File: src/rtl/wb_pkg.sv
// ---------------------------------------------------------------------------
// wb_pkg
// Shared Wishbone constants and the arbiter state encoding.
//   ADDR_WIDTH / DATA_WIDTH : default bus widths
//   GRANULE                 : bits carried by one select lane
//   SEL_WIDTH               : number of select lanes on the data bus
//   arb_state_t             : IDLE (no owner), BUSY (owner on the bus),
//                             ABORT (owner cut off by the watchdog)
// ---------------------------------------------------------------------------
package wb_pkg;

   localparam int ADDR_WIDTH = 16;
   localparam int DATA_WIDTH = 32;
   localparam int GRANULE    = 8;
   localparam int SEL_WIDTH  = DATA_WIDTH / GRANULE;

   typedef enum logic [1:0] {
      IDLE  = 2'd0,
      BUSY  = 2'd1,
      ABORT = 2'd2
   } arb_state_t;

endpackage

File: src/rtl/wb_rr_pick.sv
// ---------------------------------------------------------------------------
// wb_rr_pick
// Combinational round-robin picker. Searches the request vector starting
// one position above the previous winner and wrapping around, so the
// previous winner is considered last.
// Ports:
//   req        : per-master request vector
//   last_grant : index of the previous winner
//   gnt        : one-hot winner (all zero when nothing requests)
//   gnt_idx    : index of the winner
//   valid      : at least one master requests
// ---------------------------------------------------------------------------
module wb_rr_pick
   import wb_pkg::*;
#(
   parameter int  NUM_MASTERS = 4,
   localparam int IDX_W       = $clog2(NUM_MASTERS)
) (
   input  logic [NUM_MASTERS-1:0] req,
   input  logic [IDX_W-1:0]       last_grant,
   output logic [NUM_MASTERS-1:0] gnt,
   output logic [IDX_W-1:0]       gnt_idx,
   output logic                   valid
);

   // Walk the masters from last_grant+1 upward with wrap; the first one
   // found requesting wins and later candidates are ignored. Offset
   // NUM_MASTERS lands back on last_grant itself, which is how a sole
   // requester gets regranted.
   always_comb begin
      logic [IDX_W-1:0] cand;
      gnt     = '0;
      gnt_idx = '0;
      valid   = 1'b0;
      cand    = '0;
      for (int i = 1; i <= NUM_MASTERS; i++) begin
         cand = IDX_W'((int'(last_grant) + i) % NUM_MASTERS);
         if (!valid && req[cand]) begin
            valid     = 1'b1;
            gnt[cand] = 1'b1;
            gnt_idx   = cand;
         end
      end
   end

endmodule

File: src/rtl/wb_arbiter.sv
// ---------------------------------------------------------------------------
// wb_arbiter
// Round-robin arbiter sharing one pipelined Wishbone slave between
// NUM_MASTERS masters. A master keeps the bus for its whole cycle (cyc
// high). Accepted-but-unanswered requests are counted and new strobes are
// throttled at MAX_OUTSTANDING. A watchdog errors out a cycle whose slave
// stops answering for TIMEOUT_CYCLES.
// Ports:
//   clk_i, rst_i            : clock, asynchronous active-high reset
//   m_cyc_i/m_stb_i/m_we_i  : per-master control bits
//   m_adr_i/m_dat_i/m_sel_i : packed per-master address/data/select
//   m_dat_o                 : read data broadcast to all masters
//   m_ack_o/m_err_o         : response, routed to the granted master only
//   m_stall_o               : per-master stall (ones for non-owners)
//   s_*_o                   : request toward the slave
//   s_dat_i/s_ack_i/s_err_i/s_stall_i : slave response
//   gnt_o                   : one-hot current owner, zero when idle
// ---------------------------------------------------------------------------
module wb_arbiter #(
   parameter int  NUM_MASTERS     = 4,
   parameter int  ADDR_WIDTH      = wb_pkg::ADDR_WIDTH,
   parameter int  DATA_WIDTH      = wb_pkg::DATA_WIDTH,
   parameter int  GRANULE         = wb_pkg::GRANULE,
   parameter int  MAX_OUTSTANDING = 4,
   parameter int  TIMEOUT_CYCLES  = 256,
   localparam int SEL_WIDTH       = DATA_WIDTH / GRANULE
) (
   input  logic                              clk_i,
   input  logic                              rst_i,
   input  logic [NUM_MASTERS-1:0]            m_cyc_i,
   input  logic [NUM_MASTERS-1:0]            m_stb_i,
   input  logic [NUM_MASTERS-1:0]            m_we_i,
   input  logic [NUM_MASTERS*ADDR_WIDTH-1:0] m_adr_i,
   input  logic [NUM_MASTERS*DATA_WIDTH-1:0] m_dat_i,
   input  logic [NUM_MASTERS*SEL_WIDTH-1:0]  m_sel_i,
   output logic [DATA_WIDTH-1:0]             m_dat_o,
   output logic [NUM_MASTERS-1:0]            m_ack_o,
   output logic [NUM_MASTERS-1:0]            m_err_o,
   output logic [NUM_MASTERS-1:0]            m_stall_o,
   output logic                              s_cyc_o,
   output logic                              s_stb_o,
   output logic                              s_we_o,
   output logic [ADDR_WIDTH-1:0]             s_adr_o,
   output logic [DATA_WIDTH-1:0]             s_dat_o,
   output logic [SEL_WIDTH-1:0]              s_sel_o,
   input  logic [DATA_WIDTH-1:0]             s_dat_i,
   input  logic                              s_ack_i,
   input  logic                              s_err_i,
   input  logic                              s_stall_i,
   output logic [NUM_MASTERS-1:0]            gnt_o
);

   localparam int IDX_W = $clog2(NUM_MASTERS);
   localparam int OUT_W = $clog2(MAX_OUTSTANDING + 1);
   localparam int TMR_W = (TIMEOUT_CYCLES > 1) ? $clog2(TIMEOUT_CYCLES) : 1;

   wb_pkg::arb_state_t     state;
   logic [NUM_MASTERS-1:0] gnt;
   logic [IDX_W-1:0]       g_idx;
   logic [IDX_W-1:0]       last_grant;
   logic [OUT_W-1:0]       outstanding;
   logic [TMR_W-1:0]       timer;

   logic [NUM_MASTERS-1:0] pick_gnt;
   logic [IDX_W-1:0]       pick_idx;
   logic                   pick_valid;

   logic [ADDR_WIDTH-1:0]  adr_arr [NUM_MASTERS];
   logic [DATA_WIDTH-1:0]  dat_arr [NUM_MASTERS];
   logic [SEL_WIDTH-1:0]   sel_arr [NUM_MASTERS];

   logic busy;
   logic cur_cyc;
   logic full;
   logic has_out;
   logic resp;
   logic accept;
   logic timeout;

   // The packed per-master buses are split into arrays so the owner's
   // fields can be selected by index.
   always_comb begin
      for (int k = 0; k < NUM_MASTERS; k++) begin
         adr_arr[k] = m_adr_i[k*ADDR_WIDTH +: ADDR_WIDTH];
         dat_arr[k] = m_dat_i[k*DATA_WIDTH +: DATA_WIDTH];
         sel_arr[k] = m_sel_i[k*SEL_WIDTH +: SEL_WIDTH];
      end
   end

   wb_rr_pick #(
      .NUM_MASTERS (NUM_MASTERS)
   ) u_pick (
      .req        (m_cyc_i),
      .last_grant (last_grant),
      .gnt        (pick_gnt),
      .gnt_idx    (pick_idx),
      .valid      (pick_valid)
   );

   // A response only counts when something is actually outstanding;
   // stray acks/errs are swallowed so the counter cannot underflow.
   // The watchdog fires on the cycle the timer reaches its last value.
   assign busy    = (state == wb_pkg::BUSY);
   assign cur_cyc = m_cyc_i[g_idx];
   assign full    = (outstanding == OUT_W'(MAX_OUTSTANDING));
   assign has_out = (outstanding != '0);
   assign resp    = busy & (s_ack_i | s_err_i) & has_out;
   assign timeout = busy & has_out & (timer == TMR_W'(TIMEOUT_CYCLES - 1));
   assign accept  = s_stb_o & ~s_stall_i;

   // Slave-side request: only driven while an owner is BUSY, so IDLE,
   // ABORT and an asynchronous reset all drop cyc/stb immediately.
   assign s_cyc_o = busy & cur_cyc;
   assign s_stb_o = busy & m_stb_i[g_idx] & ~full;
   assign s_we_o  = busy & m_we_i[g_idx];
   assign s_adr_o = busy ? adr_arr[g_idx] : '0;
   assign s_dat_o = busy ? dat_arr[g_idx] : '0;
   assign s_sel_o = busy ? sel_arr[g_idx] : '0;

   // Master-side response: read data is broadcast, while ack/err/stall are
   // steered with the one-hot grant so non-owners never see a response
   // and always see stall.
   assign m_dat_o   = s_dat_i;
   assign m_ack_o   = gnt & {NUM_MASTERS{busy & s_ack_i & has_out}};
   assign m_err_o   = gnt & {NUM_MASTERS{busy & ((s_err_i & has_out) | timeout)}};
   assign m_stall_o = busy ? ~(gnt & {NUM_MASTERS{~(s_stall_i | full)}}) : '1;
   assign gnt_o     = gnt;

   // Arbitration FSM with the outstanding counter and watchdog timer.
   // Dropping cyc always wins: the owner becomes last_grant so the next
   // search starts above it, and all bookkeeping is cleared. A timeout
   // moves to ABORT, where the owner is held off the bus until it lets go
   // of cyc. An accept and a response in the same cycle cancel out.
   always_ff @(posedge clk_i or posedge rst_i) begin
      if (rst_i) begin
         state       <= wb_pkg::IDLE;
         gnt         <= '0;
         g_idx       <= '0;
         last_grant  <= IDX_W'(NUM_MASTERS - 1);
         outstanding <= '0;
         timer       <= '0;
      end else begin
         unique case (state)
            wb_pkg::IDLE: begin
               outstanding <= '0;
               timer       <= '0;
               if (pick_valid) begin
                  gnt   <= pick_gnt;
                  g_idx <= pick_idx;
                  state <= wb_pkg::BUSY;
               end
            end
            wb_pkg::BUSY: begin
               if (!cur_cyc) begin
                  last_grant  <= g_idx;
                  gnt         <= '0;
                  outstanding <= '0;
                  timer       <= '0;
                  state       <= wb_pkg::IDLE;
               end else if (timeout) begin
                  outstanding <= '0;
                  timer       <= '0;
                  state       <= wb_pkg::ABORT;
               end else begin
                  if (accept && !resp) begin
                     outstanding <= outstanding + OUT_W'(1);
                  end else if (!accept && resp) begin
                     outstanding <= outstanding - OUT_W'(1);
                  end
                  if (resp || !has_out) begin
                     timer <= '0;
                  end else begin
                     timer <= timer + TMR_W'(1);
                  end
               end
            end
            wb_pkg::ABORT: begin
               if (!cur_cyc) begin
                  last_grant <= g_idx;
                  gnt        <= '0;
                  state      <= wb_pkg::IDLE;
               end
            end
            default: begin
               state <= wb_pkg::IDLE;
            end
         endcase
      end
   end

endmodule

File: config.mk
export PLATFORM = sky130hd
export DESIGN_NAME = wb_arbiter
export DESIGN_NICKNAME = d
export VERILOG_FILES = /design/src/rtl/wb_pkg.sv /design/src/rtl/wb_rr_pick.sv /design/src/rtl/wb_arbiter.sv
export SDC_FILE = /design/constraint.sdc
export NUM_CORES = 1
export LEC_CHECK = 0
export CAP_MARGIN = 20
export CORE_AREA = 3 3 140 142
export CTS_CLUSTER_DIAMETER = 80
export DETAILED_ROUTE_END_ITERATION = 8
export DIE_AREA = 0 0 143 145
export GPL_TIMING_DRIVEN = 1
export PLACE_DENSITY_LB_ADDON = 0.2
export SYNTH_ARGS = -nofsm -noshare
export SYNTH_HDL_FRONTEND = slang
export SYNTH_SLANG_ARGS = --single-unit
File: constraint.sdc
create_clock -name clk_i -period 7.4 [get_ports clk_i]
set_clock_uncertainty 0.1 [all_clocks]
set_input_delay 1.48 -clock clk_i [delete_from_list [all_inputs] [get_ports clk_i]]
set_output_delay 1.48 -clock clk_i [all_outputs]
set_load 0.1 [all_outputs]
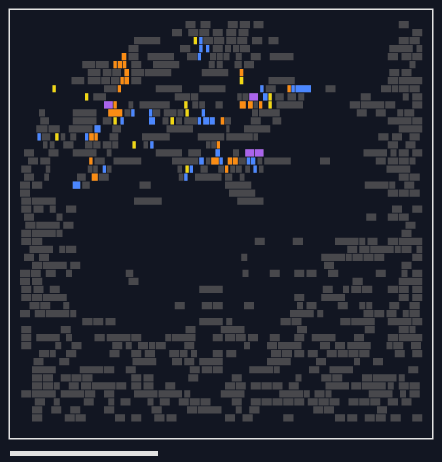
*Logic cells by family, run 1*
Scale bar: 50 um.
orange -> nor cells  # cells 25, most used nor2_1
blue -> nand cells  # cells 30, most used nand2_1
yellow -> inv cells  # cells 13, most used inv_1
purple -> xor and xnor cells  # cells 4, most used xnor2_1, where top middle

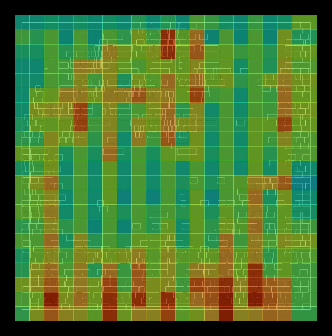
*Congestion heat map, run 1*
met3 Use GR: 4.42%
met1 track utilization from global routing: 17.1%

==> results.txt, run 1 <==
Latest figures from synthesis and place and route.

The flow ran to the end, and the final reports show no timing, DRC or antenna violations. The async set-or-reset flop fraction in the synthesized netlist is 100%. The power consumed by the clock network is 0.114 mW. The part of the total power dissipated in combinational logic is slightly below 90%. The main area contributors are mux4_2 36%, dfrtp_1 13%, and2_1 9.8%. The maximum number of pins on one net before global-route repair is 61. STA classifies the critical path endpoint as an output pin.

After clock tree synthesis, the clock-pin slew on the worst setup and hold paths is 0.06 ns. The floorplan has 50 rows. The fraction of area in non-clock buffers is 44.8%.

Total power for the finished layout comes to 2.95 mW. The number of ports placed on the die boundary is 360. Measured on the final layout, the clock distribution area share stands at 1.19%. The final hold slack is ~0.42 ns.

The largest total area in the synthesized netlist belongs to mux4_2. The final count of pins violating max slew is 0. The power per standard cell area is 445 mW/mm^2. Per the synthesis report, the XOR/XNOR share of the synthesized area is 0.963%. Per the timing report, the most critical flop-to-flop path originates at state[1]$_DFFE_PP0P_. The count of filler cells inserted in the layout is 1860.

In this build the clock could be raised as far as 0.179 GHz. The share of the Yosys chip area taken by registers is 14.5%. The arrival time of data at the worst endpoint is listed as 4.01 ns. The number of well taps is 234.

The antenna diode count is 1. The area added between synthesis and finish is 82.7%. Per the placement log, port buffering inserted 295 buffers. Summed over all routing layers, the global router reports a total usage of 15.1%. In this run the full chip footprint comes out at roughly 0.021 mm^2. The launch point of the worst min-delay path is recorded as timer[1]$_DFFE_PP0P_. In the setup report, the worst path falls into the class in2out. More flip-flops sit in one register than any other, and that register is timer. The final report gives the core utilization as 35.8%. Buffers inserted to repair hold after CTS numbered 0. The simple logic cell fraction of the synthesized area is 20.4%. The non-clock buffer count in the final layout is 298.

The post-synth count of flops with an enable pin is 0. For reference, the critical path cell chain is clkdlybuf4s50_1 -> mux4_2 -> nand2_1 -> inv_1 -> clkdlybuf4s50_1. The most crowded layer after global routing is met2. The initial antenna violation count came to 1. Looking at the reg2reg group, the worst path ends at outstanding[2]$_DFFE_PP0P_. Warnings raised by the tools during the run amount to 35. The setup slack on the worst flop-to-flop path is 4.13 ns. The most critical setup path has its endpoint at s_cyc_o. Summed over all cells, the static leakage comes to about 2.4 nW.

The final critical path takes up 75.5% of the cycle. The final instance count without filler cells is 839. A synthesized cell averages 10.1 um^2. The synthesized area is 0.00364 mm^2. The buffer and inverter count on the worst path is 3.

The tally of clock buffers in the finished layout is 4. The switching power is 1.86 mW. The synthesized netlist devotes 4.68% of its cell area to adder and majority cells. The cell count listed in synth_stat.txt is 359. The time the worst path needs with I/O delays and setup is 5.59 ns.

The peak per-stage delay on the critical path is 1.13 ns. Synthesis produced a netlist whose cell count is 359. The setup slack of the critical path after layout is 1.81 ns.

The length in cells of the worst reg-to-reg path is 10. Per the detail_route report, vias per standard cell equal approximately 4.7. Once iteration 0 of detailed routing completed, the report listed around 150 DRC markers.

The clock tree root driver cell is clkbuf_16. The total number of vias is about 4000. The post-CTS setup buffer count is 0. Per the layout area report, the combinational gate area comes to 0.00271 mm^2. The layout has 13 inverters outside the clock class.

The post-route met1 wirelength is 6140 um. The detailed placer reported the number of placed instances as about 830. The part of the total power dissipated in the clock network is 3.9%. Detailed placement reports a standard cell area of 0.00656 mm^2. Synthesis instantiated about 52 different standard cells from the library.

Once detailed placement completed, the half-perimeter wirelength came to 14200 um. Per the skew report, the later register of the worst-skew pair sees a clock latency of 0.25 ns. Post-CTS repair ended up resizing 0 cells. The detail route stage leaves a number of antenna-violating nets equal to 0. The first global-routing pass estimated 24600 um of wire.
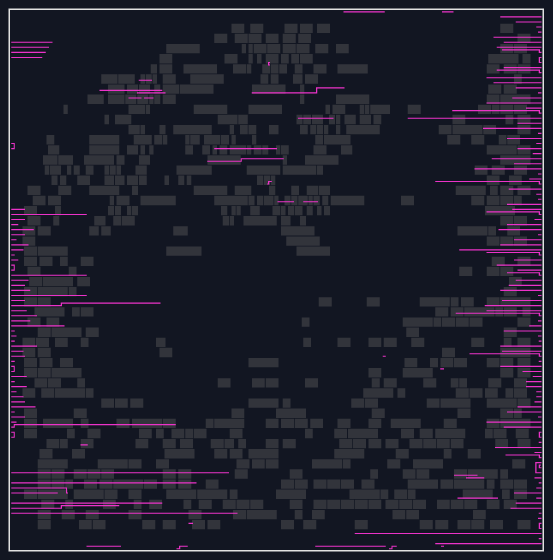
*Met3 routing, run 1*
Cells faint in the background.
main direction = horizontal
wire length on this layer = 1600 um
longest straight run = 60.5 um
share of all routed wire = 9.6%

run 1: placed cells by master (no fill, tap or decap), types with 11 or more instances in the layout:
master	Yosys	layout
mux4_2	58	58
nor2_1	13	13
inv_1	13	13
o21ai_0	16	16
ha_1	12	11
nand2_1	20	20
and2_1	57	57
dfrtp_1	19	17
clkdlybuf4s50_1	0	295
run 1: cells in the mapped netlist, types with 4 or more instances:
cell / n
mux4_2: 58
and2_1: 57
buf_4: 32
nand2_1: 20
dfrtp_1: 19
o21ai_0: 16
inv_1: 13
nor2_1: 13
buf_2: 12
clkbuf_1: 12
ha_1: 12
a21oi_1: 8
nor3_1: 8
and3_1: 7
a31oi_1: 6
mux2i_1: 5
nand3_1: 5
or2_2: 5
a221o_1: 4
a221oi_1: 4
==> inputs of run 2 (changes only) <==
==> constraint.sdc (replaced) <==
create_clock -name clk_i -period 5.6 [get_ports clk_i]
set_clock_uncertainty 0.1 [all_clocks]
set_input_delay 1.12 -clock clk_i [delete_from_list [all_inputs] [get_ports clk_i]]
set_output_delay 1.12 -clock clk_i [all_outputs]
set_load 0.1 [all_outputs]
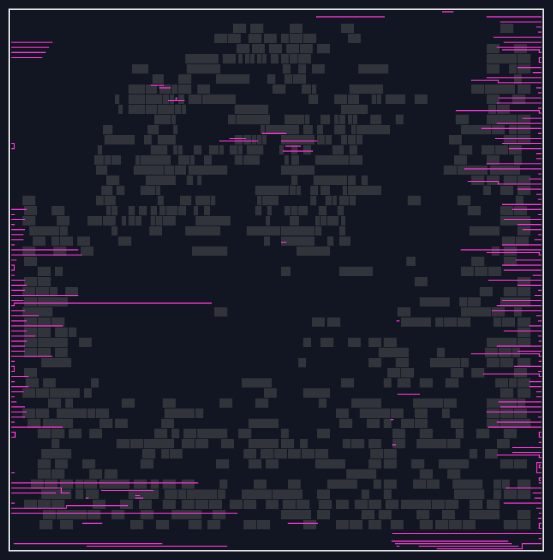
*Met3 routing, run 2*
Cells faint in the background.
nets with wire on the layer = 172
main direction = horizontal
share of all routed wire = 8.9%
wire length on this layer = 1500 um

==> run 2 against run 1 <==
Power grew 33%. Die area is the same. Critical path type unchanged. Sequential share of layout area hardly changed. Register-to-register slack worse by 1.7 ns. Synthesized area unchanged. Clock power grew 35%. Largest power group unchanged. Non-clock buffer count grew 1. Via count increased by 0.79%.
==> results.txt, run 2 <==
Latest figures from synthesis and place and route.

The main area contributors are mux4_2 36%, dfrtp_1 13%, and2_1 9.8%. The time the worst path needs with I/O delays and setup is 4.52 ns. Summed over all instances, the cell type with the most area after synthesis is mux4_2. The area added between synthesis and finish is 83.2%. For reference, the top cells by count after synthesis are 58 x mux4_2, 57 x and2_1, 32 x buf_4. The run finished with clean final reports.

The final instance count without filler cells is 841 (+0.24%). The number of hold buffers added after cts is 0 (unchanged). The library cells used most frequently in the layout, excluding fill and tap cells, are 294 x clkdlybuf4s50_1, 58 x mux4_2, 57 x and2_1. The length in cells of the worst reg-to-reg path came to 8 (-2). The aggregate global-route resource usage is 15.5% (+0.31 points). The initial antenna violation count is 1 (unchanged).

Timing would allow up to approximately 0.22 GHz. The quantity of I/O buffers inserted on ports came to 295 (unchanged). The post-CTS setup buffer count is 0 (unchanged).

The buffer and inverter count on the worst path is 2 (-1). The via density per instance is 4.70 (+0.55%). The full die area was 0.0207 mm^2 (unchanged). The number of cells after detailed placement is 835 (+0.12%). The switching power is 2.47 mW (+33%). More flip-flops sit in one register than any other, and that register is timer. The row count came to 50 (unchanged).

The worst setup path is captured at an output pin. The power consumed by the clock network came to 0.154 mW (+35%). The data arrival time of the worst path is 3.30 ns (-0.71 ns). The number of gates resized after cts came to 0 (unchanged). Listed in order, past its start point the critical path passes clkdlybuf4s50_1 -> mux4_2 -> and2_1 -> clkdlybuf4s50_1. In this run the most critical hold path is launched from timer[1]$_DFFE_PP0P_.

The most used logic cell in the final layout is clkdlybuf4s50_1. The post-route antenna net violation count is 0 (unchanged). The met1 capacity usage during global routing is 17.5% (+0.40 points). The final count of pins violating max slew is 0 (unchanged). The post-route core utilization is 35.9% (+0.11 points). The portion of the post-synthesis area used by sequential elements is 14.5% (unchanged). The total chip power is 3.93 mW (+33%).

The area after detailed placement was 0.00658 mm^2 (+0.27%). The power per standard cell area was 590 mW/mm^2 (+33%). The setup slack on the worst flop-to-flop path is 2.47 ns (-1.66 ns). The part of the total power dissipated in combinational logic is 86.7% (-0.6 points).
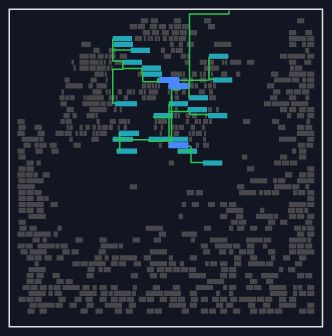
*Clock network drawn from the DEF, run 2*
green -> clock wires  # length 335 um
blue -> clock-net drivers  # count 3
cyan -> flip-flops  # count 21
routed clock nets = 4

## run 2: cell type report
cell class / count / area [um^2] / share of cell area (%)
diodes: 2 / 5.00 / 0.0751
clock buffers: 4 / 78.8 / 1.18
inverters: 13 / 48.8 / 0.732
multi-input cells: 268 / 2710 / 40.7
flip-flops and latches: 21 / 533 / 8.00
well taps: 234 / 293 / 4.39
repair buffers: 299 / 2990 / 44.9
## run 2: cells by family (layout without fill, tap and decap cells)
logic type      count (synthesis)  after routing  synth area share (%)
xor+xnor                        4              4                 0.963
simple gates                  130            130                  20.4
flops                          21             21                  14.5
compound gates                 55             55                  10.3
buf+inv                        70            316                  10.9
other cells                     0              2                     0
mux                            66             66                  38.2
fa+ha+maj                      13             13                  4.68
==> inputs of run 3 (changes only) <==
--- a/config.mk
+++ b/config.mk
@@ -6,10 +6,10 @@
 export NUM_CORES = 1
 export LEC_CHECK = 0
 export CAP_MARGIN = 20
-export CORE_AREA = 3 3 140 142
+export CORE_AREA = 3 3 141 143
 export CTS_CLUSTER_DIAMETER = 80
 export DETAILED_ROUTE_END_ITERATION = 8
-export DIE_AREA = 0 0 143 145
+export DIE_AREA = 0 0 144 146
 export GPL_TIMING_DRIVEN = 1
 export PLACE_DENSITY_LB_ADDON = 0.2
 export SYNTH_ARGS = -nofsm -noshare
==> constraint.sdc (replaced) <==
create_clock -name clk_i -period 3.83 [get_ports clk_i]
set_clock_uncertainty 0.1 [all_clocks]
set_input_delay 0.766 -clock clk_i [delete_from_list [all_inputs] [get_ports clk_i]]
set_output_delay 0.766 -clock clk_i [all_outputs]
set_load 0.1 [all_outputs]
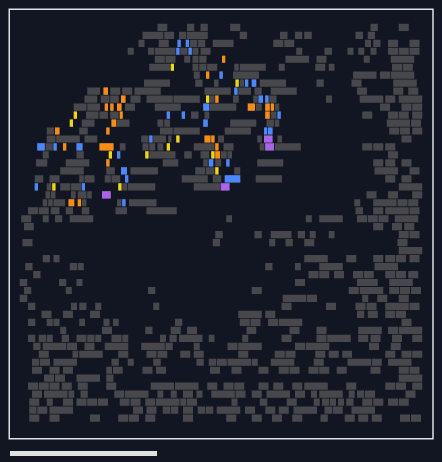
*Logic cells by family, run 3*
Scale bar: 50 um.
orange -> nor cells  # cells 25, most used nor2_1
purple -> xor and xnor cells  # cells 4, most used xnor2_1
blue -> nand cells  # cells 30, most used nand2_1
yellow -> inv cells  # cells 13, most used inv_1

==> run 3 against run 2 <==
Sequential cell count is the same. Worst hold slack lost 0.0036 ns. Cell area shrank 0.79%. Die area grew 1.4%. Final cell count grew 0.59%. Clock-buffer cell count is the same. Synthesized area is the same. Via count grew 0.86%. Sequential share of layout area grew 0.064 points.
==> results.txt, run 3 <==
Latest figures from synthesis and place and route.

The run finished with clean final reports. The type of destination of the critical path is an output pin. The Yosys warning count is 0. The clock transition at the registers of the reported paths is 0.06 ns. The post-route antenna net violation count is 0 (unchanged). The total chip power was 5.88 mW (+50%). The area after detailed placement is 0.00653 mm^2 (-0.80%). The post-synth tally of flip-flops with integrated enable is 0. Once layout is done, the placed cells without fillers occupy 0.00661 mm^2.

The clock period could shrink to 3.32 ns. The endpoint identified for the worst register-to-register timing path is gnt_o[2]$_DFFE_PP0P_. Per the detail_route report, routed wire per instance is 22.5 um. The final instance count without filler cells is 846 (+0.59%). In the synthesized netlist, the cells that appear most often are 58 x mux4_2, 57 x and2_1, 32 x buf_4. The length in cells of the worst reg-to-reg path was 6 (-2). The final count of pins violating max slew was 0 (unchanged).

The achievable frequency is 0.302 GHz. The category of the most critical setup path is in2out. Per the timing report, the most critical flop-to-flop path originates at last_grant[0]$_DFFE_PP1P_. The post-CTS setup buffer count came to 0 (unchanged).

The leakage component of the power was reported as between 2 and 3 nW. The initial antenna violation count is 1 (unchanged). The sequential logic power is 0.472 mW.

The area reported by Yosys stat is 0.00364 mm^2. Of all nets on the critical path, the largest fanout is 14. The quantity of I/O buffers inserted on ports is 295 (unchanged). The worst slack after detailed placement is 0.437 ns. Of the cells placed in the final design, the portion with a size suffix greater than 1 is 25.7%.

Across all setup checks in the final design, the least slack found is 0.513 ns. The region available for standard cell placement spans 0.0187 mm^2. The horizontal die dimension reported for this design is 144 um. The synthesized area is 0.00364 mm^2. The full die area is 0.0210 mm^2 (+1.4%).

Per the slew report, the remaining headroom to the max-slew limit stands at between 30% and 40%. The post-route met1 wirelength is 8340 um. The aggregate global-route resource usage is 17.0% (+1.5 points). The main area contributors are mux4_2 36%, dfrtp_1 13%, and2_1 9.8%.

The clock latency on the worst-skew pair is 0.25 ns. The final net count is 881. Per the synthesis report, the single largest cell type by area occupies around 36% of cell area. In the layout the commonest cells are 228 x clkdlybuf4s50_1, 69 x buf_4, 58 x mux4_2. A synthesized cell averages 10.1 um^2. The beginning of the worst hold path is timer[1]$_DFFE_PP0P_. The setup slack on the worst flop-to-flop path came to 0.72 ns (-1.75 ns). The share of total power dissipated in the clock network is 3.8%. For the pin with the worst max-slew slack, the measured transition is between 0.9 and 1 ns.

The number of sinks on the clock net is 21. According to the timing report, the data required time at the worst endpoint equals 2.96 ns. By instance count, the leading cell after synthesis is mux4_2. The sum of net half-perimeters after detailed placement is 16200 um. Per the log, the first TritonRoute iteration ended with a DRC count of 142.

The final layout reports a setup TNS of 0 ns. The area added between synthesis and finish is 81.8%. Per the finish-stage timing summary, setup violations number 0.

The end point of the most critical hold path is timer[1]$_DFFE_PP0P_. The final route contains 3989 vias. The power consumed by the clock network came to 0.223 mW (+45%). For reference, the critical path is launched at m_cyc_i[2]. The tree is rooted in a clkbuf_16.

The switching power was 3.80 mW (+54%). The capture point of the worst path is s_cyc_o. The number of hold buffers added after cts is 0 (unchanged).

The most used logic cell in the final layout is clkdlybuf4s50_1. The number of levels in the clock H-tree is 1. The min-delay analysis places its worst path in the category reg2reg.

The most critical hold endpoint after final layout shows a slack of 0.415 ns. The clock tree from TritonCTS is built. The share of the clock period used by the worst path is 86.6%. The part of the total power dissipated in combinational logic came to 88.2% (+1.5 points). Counting distinct cell types in the post-synthesis netlist gives between 50 and 60. The via count of the first global-routing pass is 4108. The total of flip-flops plus latches after synthesis is 21.

The switching share of total power is 64.6%. The row count is 50 (unchanged). The met1 capacity usage during global routing is 23.6% (+6.1 points). Counting flops per register, the top entry is timer. The TritonCTS buffer count is 3. The via density per instance is 4.72 (+0.26%). The post-route core utilization is 35.4% (-0.52 points). The routed length on met3 is 1870 um. The data arrival time of the worst path came to 2.45 ns (-0.85 ns). The highest metal layer with signal wires is met4.

The total of max-cap violations is 0. The number of gates resized after cts is 0 (unchanged). Of all cell types, the one taking the most synthesized area is mux4_2. Looking at the global route congestion table, the highest-usage layer is met2. The number of cells after detailed placement is 840 (+0.60%).

The wire length on met2 is 8640 um. The portion of the post-synthesis area used by sequential elements came to 14.5% (unchanged). The power per standard cell area is 890 mW/mm^2 (+51%).
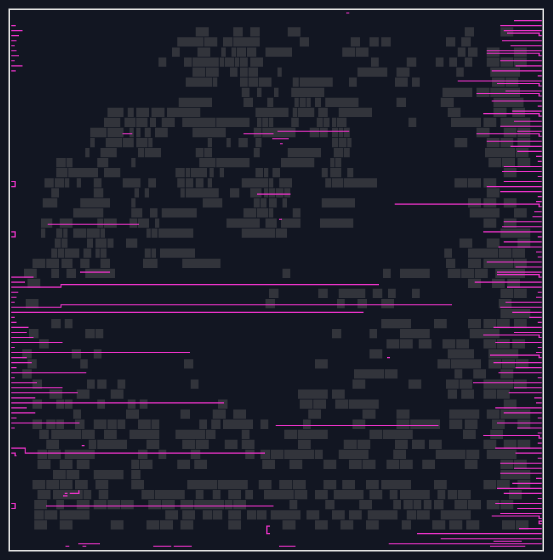
*Met3 routing, run 3*
Cells faint in the background.
wire length on this layer = 1870 um
share of all routed wire = 9.8%
nets with wire on the layer = 166

==> run 3: cell counts after synthesis <==
No cell type changed its count.
==> run 3: cell families (layout without fill, tap and decap cells) <==
group	Yosys count	after routing	synth area share, %
simple gates	130	130	20.4
buf+inv	70	321	10.9
mux	66	66	38.2
compound gates	55	55	10.3
flops	21	21	14.5
fa+ha+maj	13	13	4.68
xor+xnor	4	4	0.963
other cells	0	2	0
==> run 3: final cells by class <==
class,count,area (um^2)
clock buffer,4,78.8
sequential,21,533
antenna,2,5.00
fill,1901,12100
tap,234,293
timing repair buffer,304,2940
inverter,13,48.8
multi-input combinational,268,2710
==> run 3: worst max-delay path: stages <==
cell and delay (ns):
clkdlybuf4s50_1 0.60, mux4_2 0.63, nand2_1 0.17, inv_1 0.10, buf_12 0.17
Power and IR drop assume default switching activity.
